**Run 1: sequential cells grouped by signal name**

The bar under the picture is 20 µm long. Other sequential cells in the stronger grey, the rest of the logic in the fainter grey.
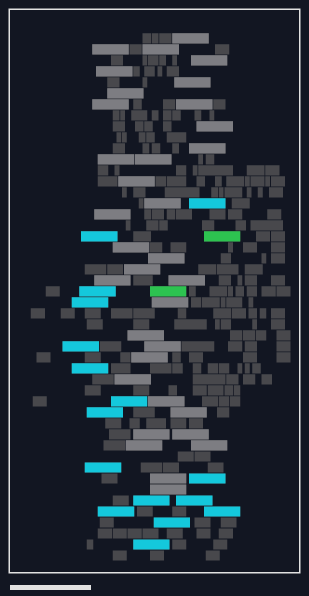
**Run 1: signal wires by layer**

Only two layers are drawn.
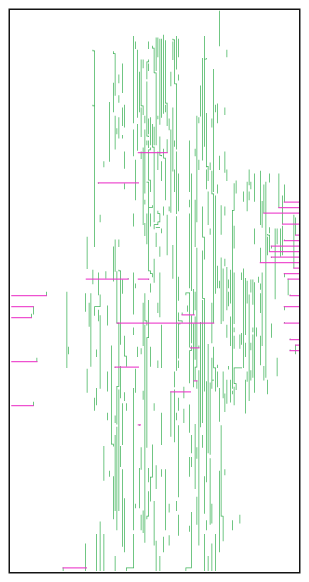
**Run 1: met1 routing**

The bar under the picture is 20 µm long. Supply wires on this layer in grey. Cells faint in the background.
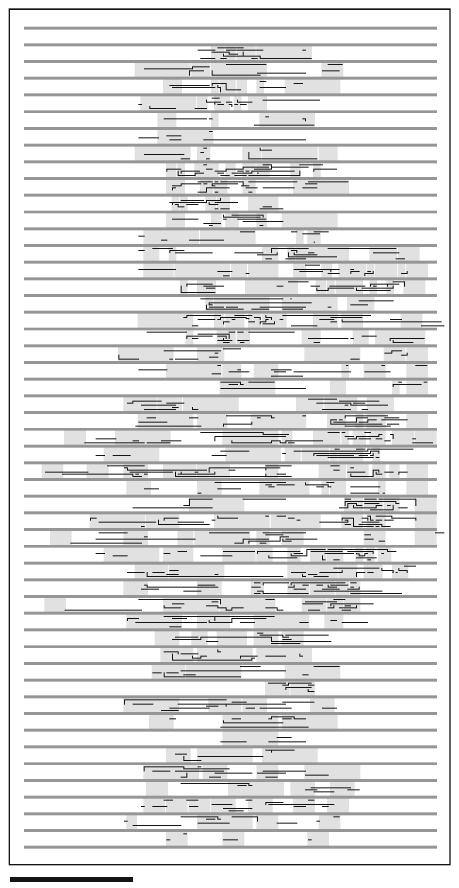
`src/rtl/seven_seg_scanner.sv`:
```
`default_nettype none
// ============================================================================
//  Module   : seven_seg_scanner
//  Purpose  : Autonomous 4-digit multiplexed common-anode 7-segment driver.
//             A refresh counter steps the active-low digit enables. Each slot
//             shows one hex nibble of a frame-synchronous copy of a 16-bit value.
//             Every slot ends in a guard interval with all digits off.
//  Revision : 1.0 - initial release
// ============================================================================
module seven_seg_scanner #(
    parameter int REFRESH_DIV  = 50000,
    parameter int BLANK_CYCLES = 2
) (
    input  logic        clk,
    input  logic        rst_n,
    input  logic [15:0] value,
    input  logic        load,
    input  logic [3:0]  dp_en,
    input  logic        blank_lz,
    output logic [6:0]  seg,
    output logic        dp,
    output logic [3:0]  transistor,
    output logic [1:0]  digit_idx,
    output logic        frame_tick
);

    localparam int                c_CNT_W  = (REFRESH_DIV > 1) ? $clog2(REFRESH_DIV) : 1;
    localparam logic [c_CNT_W-1:0] c_LAST  = c_CNT_W'(REFRESH_DIV - 1);
    // Held as 32 bits because REFRESH_DIV itself (BLANK_CYCLES = 0) may not fit c_CNT_W.
    localparam logic [31:0]        c_ON_END = 32'(REFRESH_DIV - BLANK_CYCLES);

    logic [c_CNT_W-1:0] r_cnt;
    logic [1:0]         r_digit;
    logic [15:0]        r_shown;
    logic [15:0]        r_pending;
    logic               r_pend;
    logic               r_frame_tick;

    logic [31:0]        w_cnt32;
    logic               w_slot_end;
    logic               w_boundary;
    logic               w_on;
    logic [3:0]         w_blank;
    logic [3:0]         w_nib;

    // Active-low a..g pattern for one hex nibble.
    function automatic logic [6:0] f_decode(input logic [3:0] n);
        logic [6:0] s;
        case (n)
            4'h0: s = 7'b0000001;
            4'h1: s = 7'b1001111;
            4'h2: s = 7'b0010010;
            4'h3: s = 7'b0000110;
            4'h4: s = 7'b1001100;
            4'h5: s = 7'b0100100;
            4'h6: s = 7'b0100000;
            4'h7: s = 7'b0001111;
            4'h8: s = 7'b0000000;
            4'h9: s = 7'b0000100;
            4'hA: s = 7'b0001000;
            4'hB: s = 7'b1100000;
            4'hC: s = 7'b0110001;
            4'hD: s = 7'b1000010;
            4'hE: s = 7'b0110000;
            default: s = 7'b0111000;
        endcase
        return s;
    endfunction

    assign w_cnt32    = {{(32-c_CNT_W){1'b0}}, r_cnt};
    assign w_slot_end = (r_cnt == c_LAST);
    assign w_boundary = w_slot_end && (r_digit == 2'd3);
    assign w_nib      = r_shown[{r_digit, 2'b00} +: 4];

    // Digit k (k >= 1) is a leading zero when it and every digit above it are zero.
    assign w_blank[0] = 1'b0;
    genvar gi;
    generate
        for (gi = 1; gi < 4; gi++) begin : g_lz
            assign w_blank[gi] = blank_lz && (r_shown[15:4*gi] == '0);
        end
    endgenerate

    // A slot is lit only in its ON phase and when not suppressed as a leading zero.
    assign w_on = (w_cnt32 < c_ON_END) && !w_blank[r_digit];

    // Slot counter and digit rotation.
    always_ff @(posedge clk or negedge rst_n) begin
        if (!rst_n) begin
            r_cnt   <= '0;
            r_digit <= 2'd0;
        end else if (w_slot_end) begin
            r_cnt   <= '0;
            r_digit <= r_digit + 2'd1;
        end else begin
            r_cnt   <= r_cnt + c_CNT_W'(1);
        end
    end

    // Value capture: loads queue in pending, shown only updates at the frame wrap.
    always_ff @(posedge clk or negedge rst_n) begin
        if (!rst_n) begin
            r_shown   <= 16'h0000;
            r_pending <= 16'h0000;
            r_pend    <= 1'b0;
        end else begin
            if (load) begin
                r_pending <= value;
            end
            if (w_boundary) begin
                if (load) begin
                    r_shown <= value;
                end else if (r_pend) begin
                    r_shown <= r_pending;
                end
                r_pend <= 1'b0;
            end else if (load) begin
                r_pend <= 1'b1;
            end
        end
    end

    // Frame tick is high during the first cycle of the digit-0 slot after a wrap.
    always_ff @(posedge clk or negedge rst_n) begin
        if (!rst_n) begin
            r_frame_tick <= 1'b0;
        end else begin
            r_frame_tick <= w_boundary;
        end
    end

    // Pin drive: lit slot shows its nibble, otherwise everything is dark.
    always_comb begin
        transistor = 4'b1111;
        seg        = 7'b1111111;
        dp         = 1'b1;
        if (w_on) begin
            transistor = ~(4'b0001 << r_digit);
            seg        = f_decode(w_nib);
            dp         = ~dp_en[r_digit];
        end
    end

    assign digit_idx  = r_digit;
    assign frame_tick = r_frame_tick;

endmodule
`default_nettype wire

```
`config.mk`:
```
export PLATFORM = sky130hd
export DESIGN_NAME = seven_seg_scanner
export DESIGN_NICKNAME = d
export VERILOG_FILES = /design/src/rtl/seven_seg_scanner.sv
export SDC_FILE = /design/constraint.sdc
export NUM_CORES = 1
export LEC_CHECK = 0
export ABC_AREA = 0
export CORE_ASPECT_RATIO = 2
export CORE_MARGIN = 2
export CORE_UTILIZATION = 30
export CTS_BUF_LIST = sky130_fd_sc_hd__clkbuf_8
export DETAILED_ROUTE_END_ITERATION = 8
export GPL_ROUTABILITY_DRIVEN = 0
export SYNTH_ARGS = -nofsm -noshare
export SYNTH_HDL_FRONTEND = slang
export SYNTH_SLANG_ARGS = --single-unit
```
`constraint.sdc`:
```
create_clock -name clk -period 3.6 [get_ports clk]
set_clock_uncertainty 0.15 [all_clocks]
set_input_delay 0.54 -clock clk [delete_from_list [all_inputs] [get_ports clk]]
set_output_delay 0.54 -clock clk [all_outputs]
set_load 0.005 [all_outputs]
```
==> job_summary.md, run 1 <==
## PnR job results

| Metric | Value |
|---|---|
| Outcome | finished clean |
| Total CTS buffers | 5 |
| Largest net degree at the start of global routing | 41 |
| Total GRT Usage | 12.21% |
| Worst IR drop on VDD | 134.6 µV |
| Max-slew violations | 0 |
| Hold Slack | 187.7 ps |
| Yosys chip area | 2731 µm² |
| Placed Cells | 354 |
| Die X | 71.47 µm |
| Setup TNS | 0 ps |
| DP Area | 3214 µm² |
| Slowest CP cell | mux4_2 |
| Crit-path max cell delay | 590 ps |
| Tot Pwr | 1.024 mW |
| Hold Crit Class | input port to async pin |
| Period utilization | 95.97% |
| Hold_buf cts | 0 |
| Fin area | 3329 µm² |
| Final ANT Viol Nets | 0 |
| Die Size | 9930 µm² |
| Core ar. | 8951 µm² |
| Vias per cell | 4.989 |
| CTS sink cnt | 52 |
| # Cells Yosys | 220 |
| Cell Count, Final, Fillers Out | 364 |
| Post-DP HPWL | 4267 µm |
| Row count | 49 |
| Maximum clock path buffer count | 2 |
| First-pass DRT Iterations | 4 |
| Syn. warnings | 0 |
| Synthesized instance count | 220 |
| Number of port buffers | 38 |
| Critical Path End Type | primary output |
| Cells on worst reg2reg path | 4 |
| Reg-to-reg endpoint | r_shown[6] |
| R2R Setup Slk | 1160 ps |
| Synth cell types | 42 |
| Worst Max-Slew Pin Slew | 879.5 ps |
| Top area contributor share | 47.64% |
| Critical Path Fanout Max | 6 |
| Layout area overhead | 21.90% |
| Initial antenna violation count | 0 |
| Share of layout cells above drive strength 1 | 22.90% |
| Setup Crit Path Kind | flip-flop to primary output |
Back to the opening pictures, 'sequential cells grouped by signal name':
[r_pending] cyan | flops: 16
[digit_idx] green | flops: 2
not coloured: 34
Seq/total area: 39.08%
Seq group: 0.605 mW
FF/Latch Area: 1301 µm²
fin util: 37.20%

Back to the opening pictures, 'signal wires by layer':
[M3] magenta | wire length: 182 µm
[M2] green | wire length: 3030 µm
via count: 1816
wire per inst: 15.35 µm
detailed-route wire length: 5589 µm

Back to the opening pictures, 'met1 routing':
share of all routed wire: 40%
main direction: horizontal
longest straight run: 22.1 µm
GR Util met1: 14.25%

run 1: worst max path at each step:
stage                            start  slack [ps]  cells after the start      to
final                     digit_idx[1]         150                      7  seg[6]
after global routing      digit_idx[1]          -4                      7  seg[6]
after CTS                 digit_idx[1]          60                      7  seg[6]
after detailed placement  digit_idx[1]         420                      7  seg[6]
after global placement    digit_idx[1]         470                      7  seg[6]
after floorplan           digit_idx[1]         800                      7  seg[6]
run 1: logic make-up after synthesis:
kind of cell | synth area share, %
fa+ha+maj | 5.039
mux | 21.30
buf+inv | 2.520
xor+xnor | 4.810
simple gates | 13.24
flops | 47.64
compound gates | 5.451
run 1: registers in the layout, summed over array words and instances, names as in the netlist:
name	count
digit_idx	2
r_pend	1
frame_tick	1
r_pending	16
r_cnt	16
r_shown	16
run 1: report_power, final:
group          switching, mW  internal, mW  total, mW
logic                 0.0297        0.0413     0.0710
clock network          0.192         0.156      0.348
registers            0.00397         0.601      0.605
total                  0.226         0.798       1.02
run 1: synth_stat cells, types with 2 or more instances:
cell,count
a21oi_1,4
and2_1,4
and3_1,4
buf_2,4
clkbuf_1,5
dfrtp_1,52
ha_1,11
inv_1,5
mux2_2,25
mux2_4,10
mux2i_1,6
mux4_2,4
nand2_1,11
nand3_1,7
nand4_1,5
nor2_1,13
nor3b_1,2
nor4_1,3
o211ai_1,2
o21ai_0,3
o221ai_1,2
o311ai_0,2
o31ai_1,2
or3_1,3
xnor2_1,6
xor2_1,9
run 1: layout make-up:
cell class,instances,area [µm²]
Sequential cell,52,1301
Timing Repair Buffer,44,420.4
Multi-Input combinational cell,153,1364
Tap cell,102,127.6
Clock inverter,2,15.01
Clock buffer,6,82.58
Inverter,5,18.77
Fill cell,894,5622
run 1: what timing repair did:
item | 4_1_cts | 5_1_grt
endpoints found under the setup margin | 0 | 1
setup buffers | 0 | 2
gates resized | 0 | 1
run 1: worst max-delay path: cells and delay by family, from the launching register on:
family          cells  cell delay (ps)
buf+inv             2              670
mux                 1              590
compound gates      2              460
flops               1              430
fa+ha+maj           1              240
simple gates        1               50
run 1: per-layer routing:
metal	track usage [%]	up-vias	wire length [µm]
li1	-	869	-
met1	14.25	898	2210
met2	21.20	38	3031
met3	1.526	11	181
met4	6.455	0	165
met5	0	-	0
--- run 2 (diff from run 1) ---
--- a/config.mk
+++ b/config.mk
@@ -8,10 +8,12 @@
 export ABC_AREA = 0
 export CORE_ASPECT_RATIO = 2
 export CORE_MARGIN = 2
-export CORE_UTILIZATION = 30
+export CORE_UTILIZATION = 55
 export CTS_BUF_LIST = sky130_fd_sc_hd__clkbuf_8
+export CTS_CLUSTER_DIAMETER = 40
 export DETAILED_ROUTE_END_ITERATION = 8
 export GPL_ROUTABILITY_DRIVEN = 0
+export PLACE_DENSITY = 0.8
 export SYNTH_ARGS = -nofsm -noshare
 export SYNTH_HDL_FRONTEND = slang
 export SYNTH_SLANG_ARGS = --single-unit
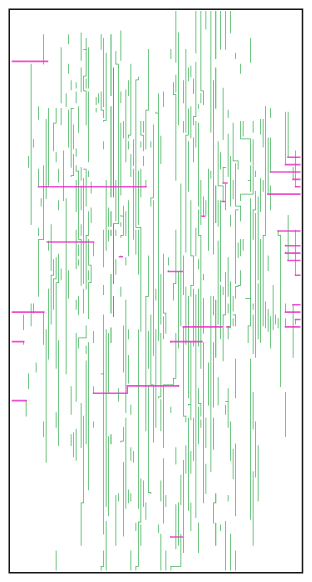
**Above:** run 2 (signal wires by layer).
Only two layers are drawn.
[M2] green | wire length: 3110 µm
[M3] magenta | wire length: 118 µm
detailed-route wire length: 5369 µm
via count: 1835
Total GRT Usage: 22.46%
wire per inst: 16.99 µm

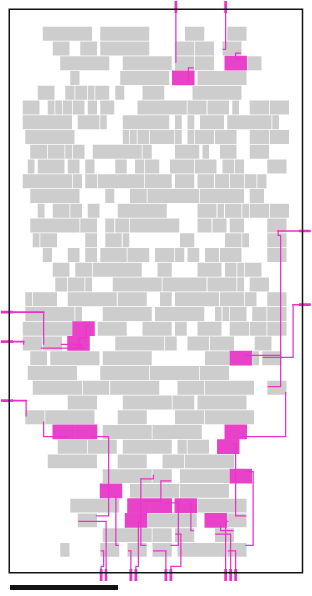
**Above:** run 2 (nets reached from selected ports).
The bar under the picture is 20 µm long.
[value] magenta | bits: 16 | direction: input | end cells: 16 | wire: 320 µm

==> run 2 against run 1 <==
Fmax up 0.44%. Critical path depth did not move. Clock-buffer cell count fell by 1. Clock power is 5% lower. Synthesized area stayed put. Die area down 44%. Sequential share of layout area is 1.1 points higher. Combinational power about the same.
==> job_summary.md, run 2 <==
## PnR job results

| Metric | Value |
|---|---|
| DP Area | 3151 µm² |
| Main synth FF type | dfrtp_1 |
| Top area contributor share | 47.64% |
| Min cycle time layout | 3440 ps |
| Synth cell types | 42 |
| First-pass DRT Iterations | 4 |
| Die Size | 5580 µm² |
| Hold_buf cts | 0 |
| Post-CTS Setup Bufs | 0 |
| Most common cell in the synthesized netlist | dfrtp_1 |
| Final ANT Viol Nets | 0 |
| Crit-path max cell delay | 590 ps |
| Layout area overhead | 18.78% |
| Resized Gates After CTS | 0 |
| Post-DP HPWL | 4133 µm |
| Core ar. | 4820 µm² |
| Largest net degree at the start of global routing | 33 |
| Fin area | 3244 µm² |
| # Cells Yosys | 220 |
| Period utilization | 95.55% |
| Hold Slack | 109.7 ps |
| Worst IR drop on VDD | 397.0 µV |
| Number of port buffers | 38 |
| Total CTS buffers | 5 |
| CTS sink cnt | 52 |
| Most frequent cells in the layout | 51 x dfrtp_1, 37 x clkdlybuf4s50_1, 25 x mux2_2, 13 x nor2_1, 11 x nand2_1 |
| Critical Path Fanout Max | 6 |
| Hold Crit Class | input port to async pin |
| Yosys chip area | 2731 µm² |
| Initial antenna violation count | 0 |
| Die X | 53.83 µm |
| Buf+Inv Stages, Crit Path | 2 |
| Worst path required time | 2910 ps |
| Worst Max-Slew Pin Slew | 672.9 ps |
| Outcome | finished clean |
| Slowest CP cell | mux4_2 |
| Setup TNS | 0 ps |
| Row count | 36 |
| Tot Pwr | 1.005 mW |
| Largest registers | r_cnt (16), r_pending (16), r_shown (16) |
| Synthesized instance count | 220 |
| CP top delay family | buffers and inverters |
| Setup Crit Path Kind | flip-flop to primary output |
| Share of layout cells above drive strength 1 | 22.39% |
| Maximum clock path buffer count | 2 |
| Vias per cell | 5.807 |
| Critical Path End Type | primary output |
| Worst Setup Slack, final | 160.3 ps |
| Syn. warnings | 0 |
[run 2: cell counts after synthesis]
Identical to the previous run, type by type.
[run 2: worst register-to-register path, cell delays in order, from the launching register on]
cell and delay (ps):
dfrtp_1 440, or4_4 580, nor4b_4 340, nand4b_4 410
mux2_4 440
[run 2: where the power goes]
part	internal, mW	switching (mW)	total, mW
logic	0.0413	0.0295	0.0708
clock network	0.138	0.191	0.329
registers	0.601	0.00474	0.606
total	0.781	0.225	1.01
[run 2: cell families (layout without fill, tap and decap cells)]
kind of cell | Yosys count | in the layout | share of synthesized area [%]
simple gates | 61 | 61 | 13.24
flops | 52 | 52 | 47.64
mux | 45 | 45 | 21.30
compound gates | 21 | 21 | 5.451
xor+xnor | 15 | 15 | 4.810
buf+inv | 15 | 54 | 2.520
fa+ha+maj | 11 | 11 | 5.039
[run 2: metal layers]
| layer | global-route usage [%] | vias up | wire [µm] | part of all wire (%) |
|---|---|---|---|---|
| met5 | 0 | - | 0 | 0 |
| met4 | 9.707 | 0 | 193 | 3.6 |
| met3 | 3.746 | 13 | 118 | 2.2 |
| met2 | 40.77 | 33 | 3114 | 58 |
| met1 | 23.42 | 920 | 1943 | 36 |
| li1 | - | 869 | - | - |
[run 2: metrics by stage]
step,utilization (%),std cells
5_1_grt,67.32,316
3_3_place_gp,65.37,308
4_1_cts,67.24,316
3_5_place_dp,65.37,308
2_1_floorplan,-,220
6_report,67.32,316
[run 2: path summary, 6_finish.rpt]
kind / end / depth (start not counted) / startpoint / slack, ps
max: seg[6] / 7 / digit_idx[1] / 160
max in group asynchronous: r_cnt[4] / 2 / rst_n / 2440
min reg2reg: r_pend / 2 / r_pend / 350
min in group clk: r_pend / 2 / r_pend / 350
max reg2reg: r_shown[6] / 4 / r_cnt[13] / 1150
min: r_pending[8] / 1 / rst_n / 110
[run 2: layout make-up]
cell class                      count  area (µm²)
Multi-Input combinational cell    153        1364
Inverter                            5       18.77
Timing Repair Buffer               41       397.9
Fill cell                         354        1575
Sequential cell                    52        1303
Clock inverter                      3       21.27
Tap cell                           57       71.32
Clock buffer                        5       68.82
--- run 3 (diff from run 2) ---
--- a/config.mk
+++ b/config.mk
@@ -10,7 +10,7 @@
 export CORE_MARGIN = 2
 export CORE_UTILIZATION = 55
 export CTS_BUF_LIST = sky130_fd_sc_hd__clkbuf_8
-export CTS_CLUSTER_DIAMETER = 40
+export CTS_CLUSTER_DIAMETER = 50
 export DETAILED_ROUTE_END_ITERATION = 8
 export GPL_ROUTABILITY_DRIVEN = 0
 export PLACE_DENSITY = 0.8
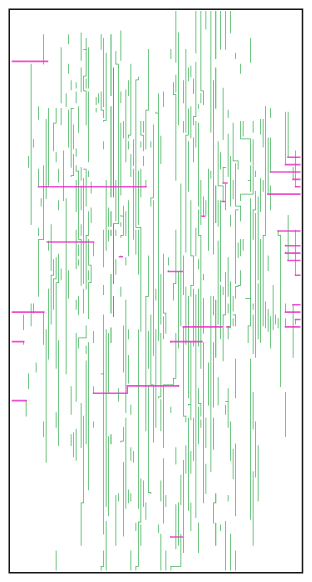
**Above:** run 3 (signal wires by layer).
Only two layers are drawn.
[M2] green | wire length: 3110 µm
[M3] magenta | wire length: 118 µm

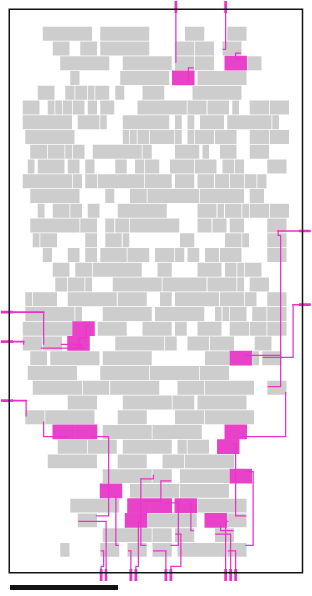
**Above:** run 3 (nets reached from selected ports).
The bar under the picture is 20 µm long.
[value] magenta | bits: 16 | direction: input | end cells: 16 | wire: 320 µm

==> run 3 against run 2 <==
Sequential share of layout area unchanged. Critical path depth unchanged. Non-clock buffer count unchanged. Critical path type unchanged. Synthesized area unchanged. Via count unchanged. Clock-buffer cell count unchanged. Fmax unchanged. Largest power group unchanged.
==> job_summary.md, run 3 <==
## PnR job results

| Metric | Value |
|---|---|
| Hold Crit Class | input port to async pin |
| Initial antenna violation count | 0 |
| Setup Crit Path Kind | flip-flop to primary output |
| Total CTS buffers | 5 |
| Maximum clock path buffer count | 2 |
| Detailed-route wire length | 5369 µm |
| First-pass DRT Iterations | 4 |
| Final ANT Viol Nets | 0 |
| Share of layout cells above drive strength 1 | 22.39% |
| Critical Path Fanout Max | 6 |
| Worst IR drop on VDD | 397.0 µV |
| Post-CTS Setup Bufs | 0 |
| Largest net degree at the start of global routing | 33 |
| Post-DP HPWL | 4133 µm |
| Core ar. | 4820 µm² |
| Most common cell in the synthesized netlist | dfrtp_1 |
| Main synth FF type | dfrtp_1 |
| Row count | 36 |
| Number of port buffers | 38 |
| Min cycle time layout | 3440 ps |
| Total GRT Usage | 22.46% |
| Wire per inst | 16.99 µm |
| Max-slew violations | 0 |
| Via count | 1835 |
| Die X | 53.83 µm |
| Worst path required time | 2910 ps |
| Top cells by count, synth | 52 x dfrtp_1, 25 x mux2_2, 13 x nor2_1 |
| Die Size | 5580 µm² |
| Yosys chip area | 2731 µm² |
| Synthesized instance count | 220 |
| Critical Path End Type | primary output |
| Top area contributor share | 47.64% |
| Hold_buf cts | 0 |
| Setup TNS | 0 ps |
| Outcome | finished clean |
| Largest registers | r_cnt (16), r_pending (16), r_shown (16) |
## run 3: cell counts after synthesis
Identical to the previous run, type by type.
## run 3: worst max-delay path, cell delays in order, from the launching register on
cell and delay, ps:
dfrtp_1 420, mux4_2 590, inv_1 130, ha_2 240
nor2_1 50, a22o_1 230, o31ai_1 240, clkdlybuf4s50_1 540
## run 3: cells by family (layout without fill, tap and decap cells)
group	count (synthesis)	count (layout)	synth area share, %
compound gates	21	21	5.451
xor+xnor	15	15	4.810
fa+ha+maj	11	11	5.039
buf+inv	15	54	2.520
flops	52	52	47.64
mux	45	45	21.30
simple gates	61	61	13.24
## run 3: layer usage
| layer | vias to the layer above | GRT usage (%) | part of all wire (%) |
|---|---|---|---|
| met1 | 920 | 23.42 | 36 |
| li1 | 869 | - | - |
| met3 | 13 | 3.746 | 2.2 |
| met5 | - | 0 | 0 |
| met2 | 33 | 40.77 | 58 |
| met4 | 0 | 9.707 | 3.6 |
## run 3: power breakdown
group	switching [mW]	internal [mW]	leakage (nW)
clock network	0.191	0.138	0.0445
logic	0.0295	0.0413	0.741
registers	0.00474	0.601	0.669
## run 3: final cells by class
cell class / count / area, µm²
clock inverters: 3 / 21.27
repair buffers: 41 / 397.9
well taps: 57 / 71.32
flip-flops and latches: 52 / 1303
multi-input cells: 153 / 1364
inverters: 5 / 18.77
fillers: 354 / 1575
clock buffers: 5 / 68.82
## run 3: through the flow
| stage | cells | worst slack (ps) | cell area (µm²) | hold slack (ps) | util [%] |
|---|---|---|---|---|---|
| 4_1_cts | 316 | 54.27 | 3241 | 131.0 | 67.24 |
| 3_3_place_gp | 308 | 460.6 | 3151 | 310.9 | 65.37 |
| 2_1_floorplan | 220 | 799.1 | 2731 | 94.41 | - |
| 3_5_place_dp | 308 | 396.8 | 3151 | 327.2 | 65.37 |
| 5_1_grt | 316 | 6.120 | 3244 | 147.2 | 67.32 |
| 6_report | 316 | 160.3 | 3244 | 109.7 | 67.32 |
## run 3: path summary, 6_finish.rpt
check	from	endpoint	slack, ps
max reg2reg	r_cnt[13]	r_shown[6]	1150
max	digit_idx[1]	seg[6]	160
min in group clk	r_pend	r_pend	350
min	rst_n	r_pending[8]	110
min reg2reg	r_pend	r_pend	350
max in group asynchronous	rst_n	r_cnt[4]	2440

==> layout pictures side by side <==
Track usage over the die.
(a)
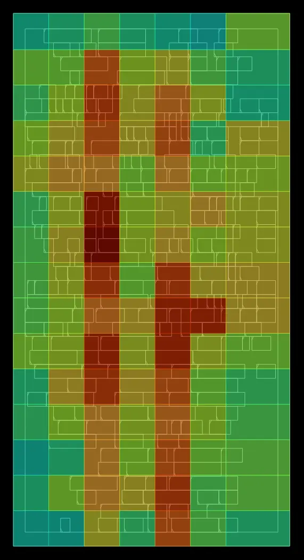
(b)
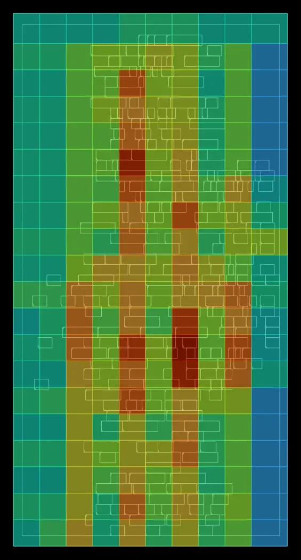
- run 2 = (a)
- run 1 = (b)

Power is estimated from default activity; no workload was simulated.
